===== src/rtl/fifo_arb_ctrl_if.sv =====
// Bundle of requester handshakes, pop/control strobes, memory port and status
// signals for the two-requester FIFO controller.
interface fifo_arb_ctrl_if #(
  parameter int ADDR_LEN = 8,
  parameter int DATA_LEN = 32
);
  logic                req0_valid;
  logic [DATA_LEN-1:0] req0_data;
  logic                req0_ready;
  logic                req1_valid;
  logic [DATA_LEN-1:0] req1_data;
  logic                req1_ready;
  logic                rd_en;
  logic                flush;
  logic                clr_err;
  logic                mem_wen;
  logic [ADDR_LEN-1:0] mem_waddr;
  logic [DATA_LEN-1:0] mem_wdata;
  logic [ADDR_LEN-1:0] mem_raddr;
  logic                full;
  logic                empty;
  logic                almost_full;
  logic [ADDR_LEN:0]   count;
  logic                underflow;

  // Controller side.
  modport slave (
    input  req0_valid, req0_data, req1_valid, req1_data, rd_en, flush, clr_err,
    output req0_ready, req1_ready, mem_wen, mem_waddr, mem_wdata, mem_raddr,
           full, empty, almost_full, count, underflow
  );

  // Requester / consumer side.
  modport master (
    output req0_valid, req0_data, req1_valid, req1_data, rd_en, flush, clr_err,
    input  req0_ready, req1_ready, mem_wen, mem_waddr, mem_wdata, mem_raddr,
           full, empty, almost_full, count, underflow
  );
endinterface


===== src/rtl/fifo_arb_ctrl.sv =====
// FIFO pointer/status controller with a two-requester round-robin write arbiter.
// The storage array is external: writes go out on mem_w*, the head word is read
// combinationally at mem_raddr.
module fifo_arb_ctrl #(
  parameter int ADDR_LEN = 8,
  parameter int DATA_LEN = 32,
  parameter int AF_LEVEL = (1 << ADDR_LEN) - 4
) (
  input logic          clk,
  input logic          rst,
  fifo_arb_ctrl_if.slave bus
);
  localparam logic [ADDR_LEN:0] AF_CNT = (ADDR_LEN+1)'(AF_LEVEL);
  localparam logic [ADDR_LEN:0] PTR_ONE = (ADDR_LEN+1)'(1);

  logic [ADDR_LEN:0] wptr;
  logic [ADDR_LEN:0] rptr;
  logic              prio;
  logic              underflow_q;

  logic              grant0;
  logic              grant1;
  logic              fire0;
  logic              fire1;
  logic              wr_fire;
  logic              rd_fire;
  logic              full_int;
  logic              empty_int;
  logic [ADDR_LEN:0] count_int;

  // Occupancy and status derived purely from the current pointers.
  always_comb begin
    count_int = wptr - rptr;
    empty_int = (wptr == rptr);
    full_int  = (wptr[ADDR_LEN] != rptr[ADDR_LEN]) &&
                (wptr[ADDR_LEN-1:0] == rptr[ADDR_LEN-1:0]);
  end

  // Arbitration, handshakes and fire qualification; prio only breaks ties.
  always_comb begin
    grant0  = bus.req0_valid && (!bus.req1_valid || !prio);
    grant1  = bus.req1_valid && (!bus.req0_valid || prio);
    bus.req0_ready = grant0 && !full_int && !bus.flush && !rst;
    bus.req1_ready = grant1 && !full_int && !bus.flush && !rst;
    fire0   = bus.req0_valid && bus.req0_ready;
    fire1   = bus.req1_valid && bus.req1_ready;
    wr_fire = fire0 || fire1;
    rd_fire = bus.rd_en && !empty_int && !bus.flush;
  end

  // Output drive for the memory port and status.
  always_comb begin
    bus.mem_wen     = wr_fire;
    bus.mem_wdata   = fire1 ? bus.req1_data : bus.req0_data;
    bus.mem_waddr   = wptr[ADDR_LEN-1:0];
    bus.mem_raddr   = rptr[ADDR_LEN-1:0];
    bus.count       = count_int;
    bus.empty       = empty_int;
    bus.full        = full_int;
    bus.almost_full = (count_int >= AF_CNT);
    bus.underflow   = underflow_q;
  end

  // Pointer and priority state; flush restarts the queue at address 0.
  always_ff @(posedge clk or posedge rst) begin
    if (rst) begin
      wptr <= '0;
      rptr <= '0;
      prio <= 1'b0;
    end else if (bus.flush) begin
      wptr <= '0;
      rptr <= '0;
      prio <= 1'b0;
    end else begin
      if (wr_fire) begin
        wptr <= wptr + PTR_ONE;
        prio <= fire0;
      end
      if (rd_fire) begin
        rptr <= rptr + PTR_ONE;
      end
    end
  end

  // Sticky underflow: a new pop-while-empty beats a simultaneous clear.
  always_ff @(posedge clk or posedge rst) begin
    if (rst) begin
      underflow_q <= 1'b0;
    end else if (bus.rd_en && empty_int && !bus.flush) begin
      underflow_q <= 1'b1;
    end else if (bus.clr_err) begin
      underflow_q <= 1'b0;
    end
  end
endmodule


===== src/flat_wrapper.sv =====
// flat-port wrapper written by rule: the top's interface ports become plain ports
module fifo_arb_ctrl_flat 
#(
  parameter int ADDR_LEN = 8,
  parameter int DATA_LEN = 32,
  parameter int AF_LEVEL = (1 << ADDR_LEN) - 4
)
  (clk, rst, bus_req0_valid, bus_req0_data, bus_req1_valid, bus_req1_data, bus_rd_en, bus_flush, bus_clr_err, bus_req0_ready, bus_req1_ready, bus_mem_wen, bus_mem_waddr, bus_mem_wdata, bus_mem_raddr, bus_full, bus_empty, bus_almost_full, bus_count, bus_underflow);
  fifo_arb_ctrl_if #(.ADDR_LEN(ADDR_LEN), .DATA_LEN(DATA_LEN)) bus_i ();
  input logic clk;
  input logic rst;
  input wire logic [$bits(bus_i.req0_valid)-1:0] bus_req0_valid;
  input wire logic [$bits(bus_i.req0_data)-1:0] bus_req0_data;
  input wire logic [$bits(bus_i.req1_valid)-1:0] bus_req1_valid;
  input wire logic [$bits(bus_i.req1_data)-1:0] bus_req1_data;
  input wire logic [$bits(bus_i.rd_en)-1:0] bus_rd_en;
  input wire logic [$bits(bus_i.flush)-1:0] bus_flush;
  input wire logic [$bits(bus_i.clr_err)-1:0] bus_clr_err;
  output wire logic [$bits(bus_i.req0_ready)-1:0] bus_req0_ready;
  output wire logic [$bits(bus_i.req1_ready)-1:0] bus_req1_ready;
  output wire logic [$bits(bus_i.mem_wen)-1:0] bus_mem_wen;
  output wire logic [$bits(bus_i.mem_waddr)-1:0] bus_mem_waddr;
  output wire logic [$bits(bus_i.mem_wdata)-1:0] bus_mem_wdata;
  output wire logic [$bits(bus_i.mem_raddr)-1:0] bus_mem_raddr;
  output wire logic [$bits(bus_i.full)-1:0] bus_full;
  output wire logic [$bits(bus_i.empty)-1:0] bus_empty;
  output wire logic [$bits(bus_i.almost_full)-1:0] bus_almost_full;
  output wire logic [$bits(bus_i.count)-1:0] bus_count;
  output wire logic [$bits(bus_i.underflow)-1:0] bus_underflow;
  assign bus_i.req0_valid = bus_req0_valid;
  assign bus_i.req0_data = bus_req0_data;
  assign bus_i.req1_valid = bus_req1_valid;
  assign bus_i.req1_data = bus_req1_data;
  assign bus_i.rd_en = bus_rd_en;
  assign bus_i.flush = bus_flush;
  assign bus_i.clr_err = bus_clr_err;
  assign bus_req0_ready = bus_i.req0_ready;
  assign bus_req1_ready = bus_i.req1_ready;
  assign bus_mem_wen = bus_i.mem_wen;
  assign bus_mem_waddr = bus_i.mem_waddr;
  assign bus_mem_wdata = bus_i.mem_wdata;
  assign bus_mem_raddr = bus_i.mem_raddr;
  assign bus_full = bus_i.full;
  assign bus_empty = bus_i.empty;
  assign bus_almost_full = bus_i.almost_full;
  assign bus_count = bus_i.count;
  assign bus_underflow = bus_i.underflow;
  fifo_arb_ctrl #(.ADDR_LEN(ADDR_LEN), .DATA_LEN(DATA_LEN), .AF_LEVEL(AF_LEVEL)) u_core (.clk(clk), .rst(rst), .bus(bus_i));
endmodule

===== config.mk =====
export PLATFORM = sky130hd
export DESIGN_NAME = fifo_arb_ctrl_flat
export DESIGN_NICKNAME = d
export VERILOG_FILES = /design/src/rtl/fifo_arb_ctrl_if.sv /design/src/rtl/fifo_arb_ctrl.sv /design/src/flat_wrapper.sv
export SDC_FILE = /design/constraint.sdc
export NUM_CORES = 1
export LEC_CHECK = 0
export CORE_ASPECT_RATIO = 1.25
export CORE_MARGIN = 2
export CORE_UTILIZATION = 38
export CTS_BUF_LIST = sky130_fd_sc_hd__clkbuf_4
export DETAILED_ROUTE_END_ITERATION = 16
export GPL_ROUTABILITY_DRIVEN = 1
export PLACE_DENSITY = 0.85
export SLEW_MARGIN = 20
export SYNTH_ARGS = -nofsm -noshare
export SYNTH_HDL_FRONTEND = slang
export SYNTH_SLANG_ARGS = --single-unit

===== constraint.sdc =====
create_clock -name clk -period 3.7 [get_ports clk]
set_clock_uncertainty 0.1 [all_clocks]
set_input_delay 1.11 -clock clk [delete_from_list [all_inputs] [get_ports clk]]
set_output_delay 1.11 -clock clk [all_outputs]
set_load 0.01 [all_outputs]

Fig. 1: run 1, placement by cell class
(4 px per micron) Fill, decap, tap and diode cells in gray.
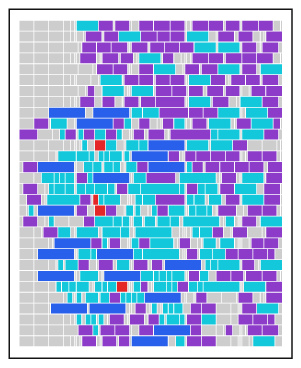
| color | class | cells | share of their area |
|---|---|---|---|
| red | clock drivers and dummy loads | 4 | 0.70% |
| purple | other buffers and delay cells | 179 | 47% |
| blue | flip-flops | 20 | 13% |
| cyan | all other logic | 170 | 39% |
final core occ: 71.7%
design area: 3850 sq um
row cnt: 30
core area: 5370 sq um

Fig. 2: run 1, cell sizes after repair
(4 px per micron)
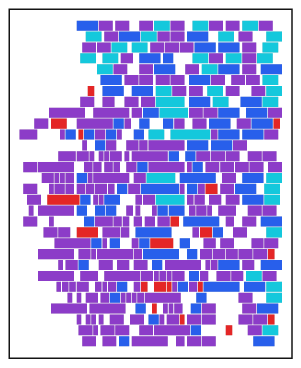
| color | size | cells | share |
|---|---|---|---|
| red | drive 2 | 19 | 5.1% |
| cyan | drive 6 and up | 37 | 9.9% |
| blue | drive 3 to 4 | 81 | 22% |
| purple | drive 1 or less | 236 | 63% |
area delta synth->final: 84.4%
number of non-clock buffers: 179
Final Worst Setup Slack: -71.0 ps

==> qor.yml, run 1 <==
muxShareOfSynthArea_pct: 23.0
setup_tns_ps: -132
setup_viol: 15
clkSlewWorstSetupHoldPaths_ps: 120
root_buffer: "clkbuf_4"
r2r-end: "u_core.wptr[3]"
insertion_delay_ps: 320
reg2reg_setup_slack_ps: 1400
synth_cell_types: 38
slew_headroom_pct: 47.4
fillers: 382
htreeDepth: 1
hold_violations: 0
cts_setup_buffers: 6
worst_slew_pin_slew_ps: 788
outcome: "finished with violations"
final_layout_top_logic_cells: "clkdlybuf4s50_1, buf_4, mux2_4, buf_6"
dominant_cells: "non-clock buffers"
n_tap_cell: 64
synth_top_area_share_pct: 24.0
fp-utilization_pct: 38.9
violations: "setup timing"
hold_start: "u_core.bus.underflow"
cts_buffer_depth: 2
ys.flop_type: "dfrtp_1"
routedWlPerCell_microns: 17.5
cts_buffers: 3
grt_max_degree: 21
postSynthSeqShare_pct: 24.0
most_common_cell: "mux2_4"
syn_nets: 295
drt_iter0_markers: 97
routed_via_density: 5.08
common_cells: "mux2_4, nor2_1, dfrtp_1"
synth-simple-area-share_pct: 14.7
setup_slack_ps: -71.0
grt_pass1_vias: 2220
Fig. 3: run 1, logic cells by family
(4 px per micron)
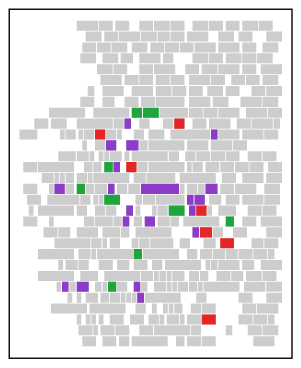
| color | family | cells | most used |
|---|---|---|---|
| red | AND-OR and OR-AND gates | 7 | o21a_1 |
| green | AND and OR gates | 9 | and3_1 |
| purple | inverting AOI/OAI gates | 20 | a21oi_1 |
most used logic cell in the final layout: clkdlybuf4s50_1
Final Non-Filler Cells: 437
combinational share of cell area: 36.8%

Fig. 4: run 1, M3 wires
(6 px per micron)
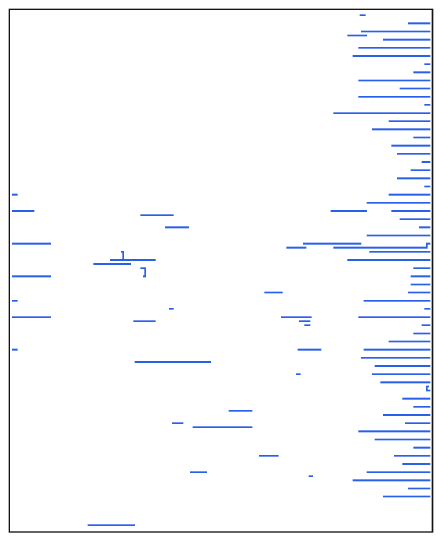
wire length on this layer: 525 microns
main direction: horizontal
longest straight run: 15.9 microns
nets with wire on the layer: 81
via count: 2219
Routed WL: 7.65 mm

[run 1: worst max-delay path: stages]
cell	delay, ps
clkdlybuf4s50_1	480
and3_4	210
buf_12	110
buf_16	120
buf_6	100
mux2_4	290
buf_6	120
[run 1: routing by layer]
layer | track usage, % | vias up | wire (microns)
met4 | 8.04 | 0 | 229
li1 | - | 1043 | -
met2 | 44.3 | 104 | 4150
met3 | 4.28 | 19 | 525
met1 | 25.0 | 1053 | 2750
met5 | 0 | - | 0
[run 1: report_power, final]
| part | internal [mW] | leakage (nW) | switching [mW] | total, mW |
|---|---|---|---|---|
| Combinational | 0.323 | 1.49 | 0.222 | 0.545 |
| Sequential | 0.229 | 0.275 | 0.00632 | 0.235 |
| Clock | 0.0395 | 0.0154 | 0.0721 | 0.112 |
| Total | 0.592 | 1.78 | 0.300 | 0.892 |
Fig. 5: run 1, track usage over the die
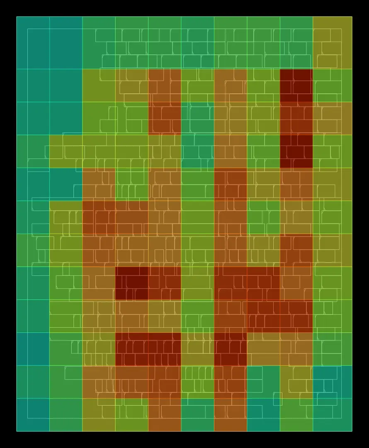

==> inputs of run 2 (changes only) <==
--- a/config.mk
+++ b/config.mk
@@ -12,6 +12,7 @@
 export DETAILED_ROUTE_END_ITERATION = 16
 export GPL_ROUTABILITY_DRIVEN = 1
 export PLACE_DENSITY = 0.85
+export REMOVE_ABC_BUFFERS = 1
 export SLEW_MARGIN = 20
 export SYNTH_ARGS = -nofsm -noshare
 export SYNTH_HDL_FRONTEND = slang
Fig. 6: run 2, track usage over the die
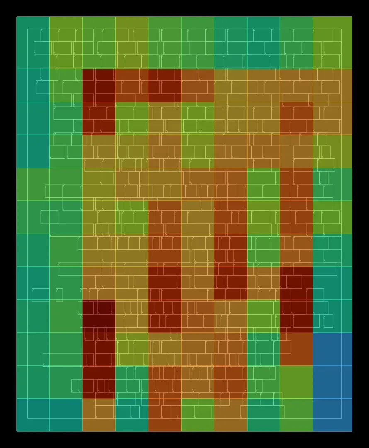
GRT Max-Usage Layer: met2
GR Util met3: 2.66%
Total Routing Usage GR: 23.4%
global routing usage on met2: 41.7%
GRT met1 Usage: 29.5%

Fig. 7: run 2, placement by cell class
(4 px per micron) Fill, decap, tap and diode cells in gray.
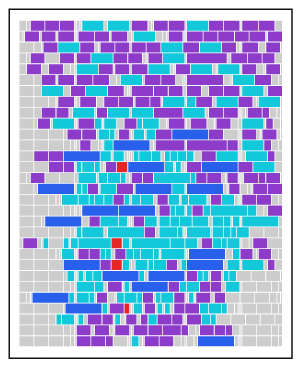
| color | class | cells | share of their area |
|---|---|---|---|
| blue | flip-flops | 20 | 13% |
| cyan | all other logic | 170 | 39% |
| red | clock drivers and dummy loads | 4 | 0.69% |
| purple | other buffers and delay cells | 185 | 47% |

==> run 2 against run 1 <==
Net effect: the run still ends with setup timing left; clock-buffer cell count is the same; utilization grew 0.65 points; synthesized area did not move; sequential share of layout area is 0.12 points lower; largest power group unchanged.
==> qor.yml, run 2 <==
outcome: "finished with violations"
violations: "setup timing"
final_layout_top_logic_cells: "clkdlybuf4s50_1, buf_4, mux2_4, buf_6"
dpl.hpwl_mm: 5.83
final_common_cell: "clkdlybuf4s50_1"
place_ws_ps: -749
cp_cell_sequence: "ha_1, and4_4, a311oi_4, and3_4, buf_6, clkbuf_16, mux2_4, buf_6"
slew_headroom_pct: 44.8
cts_buffers: 3
crit_family: "simple AND/OR/NAND/NOR gates"
wl_met3_microns: 416
rows: 30
whs_path_depth: 2
ys_sh_aoi_pct: 9.47
internal_power_mw: 0.609
highest_layer: "met4"
fp-utilization_pct: 38.9
crit_path_frequent_cell: "buf_6"
antenna_found_initial: 0
cts-hold-fix-buffers: 0
fillers: 359
final_layout_size_suffix_gt1_share_pct: 38.3
pg_seq_mw: 0.236
cts_tree: "built"
synth.avg_cell_area_sq_um: 9.80
setup_tns_ps: -1410
insertion_delay_ps: 310
grt_setup_unrepaired: "true"
yosysTopAreaCell: "dfrtp_1"
power_leader: "combinational logic"
hold_ws_ps: 458
diodes: 0
clock-sinks: 20
routed_via_density: 5.04
cts_resized: 167
p_sw_mw: 0.316
hold_violations: 0
comb_power_mw: 0.575
r2r-end: "u_core.wptr[3]"
root_buffer: "clkbuf_4"
die_x_microns: 70.3
power_mw: 0.925
syn2layout_area_growth_pct: 86.0
power.density_nw_per_um2: 238
postLayoutCellArea_sq_um: 3880
synth-seq-cells: 20
grt_pass1_vias: 2274
hold_start: "u_core.bus.underflow"
crit_buf_inv: 3
max_stage_delay_ps: 420
clk-power_mw: 0.113
worstPathMaxFanout: 6
common_cells: "mux2_4, nor2_1, dfrtp_1"
wl_met2_mm: 4.37
drt_iter0_markers: 86
synth_adder_area_share_pct: 6.95
wl_met1_mm: 3.20
core_sq_um: 5370
power_frac_comb_pct: 62.2
clkSlewWorstSetupHoldPaths_ps: 130
most_common_cell: "mux2_4"
timing.rr.start: "u_core.wptr[7]"
reg2reg_setup_slack_ps: 1400
postSynthSeqShare_pct: 24.0
setup_slack_ps: -69.1
seq_power_share_pct: 25.5
holdCritPathClass: "flop to flop"
topCombFamilyByArea: "multiplexers"
dr_total_vias: 2233
cts_setup_buffers: 5
warnings: 27
totalWireLength_mm: 8.14
p_sw_share_pct: 34.2
htreeDepth: 1
routedWlPerCell_microns: 18.4
worst_path_max_delay_cell: "dfrtp_1"
muxShareOfSynthArea_pct: 23.0
grt_max_degree: 21
synth_cell_types: 38
p_clk_share_pct: 12.3
cts_buffer_depth: 2
worst_hold_path.endpoint: "u_core.bus.underflow"
reg.largest.list: "u_core.rptr: 9 flops, u_core.wptr: 9 flops"
synth-simple-area-share_pct: 14.7
synth_top_area_share_pct: 24.0
setup_viol: 29
final_util_pct: 72.4
ys.flop_type: "dfrtp_1"
fin_cells: 443
worst_slew_pin_slew_ps: 827
run 2: worst max-delay path by stage:
stage / from / end / slack (ps) / depth (start not counted)
2_1_floorplan: u_core.rptr[3] / bus_mem_wdata[0] / -860 / 6
3_3_place_gp: rst / bus_mem_wdata[31] / -730 / 6
3_5_place_dp: rst / bus_mem_wdata[31] / -750 / 6
4_1_cts: u_core.wptr[0] / bus_mem_wdata[11] / -120 / 9
5_1_grt: u_core.wptr[1] / bus_almost_full / -130 / 11
6_report: u_core.wptr[7] / bus_mem_wdata[14] / -70 / 8
run 2: area by class of cell:
type,count,area [sq um],share of cell area [%]
well taps,64,80.1,2.06
multi-input cells,153,1410,36.2
clock inverters,1,3.75,0.0966
clock buffers,3,22.5,0.580
flip-flops and latches,20,500,12.9
repair buffers,185,1800,46.4
inverters,17,66.3,1.71
Power figures rest on the tool's default switching activity, not on a simulated workload.
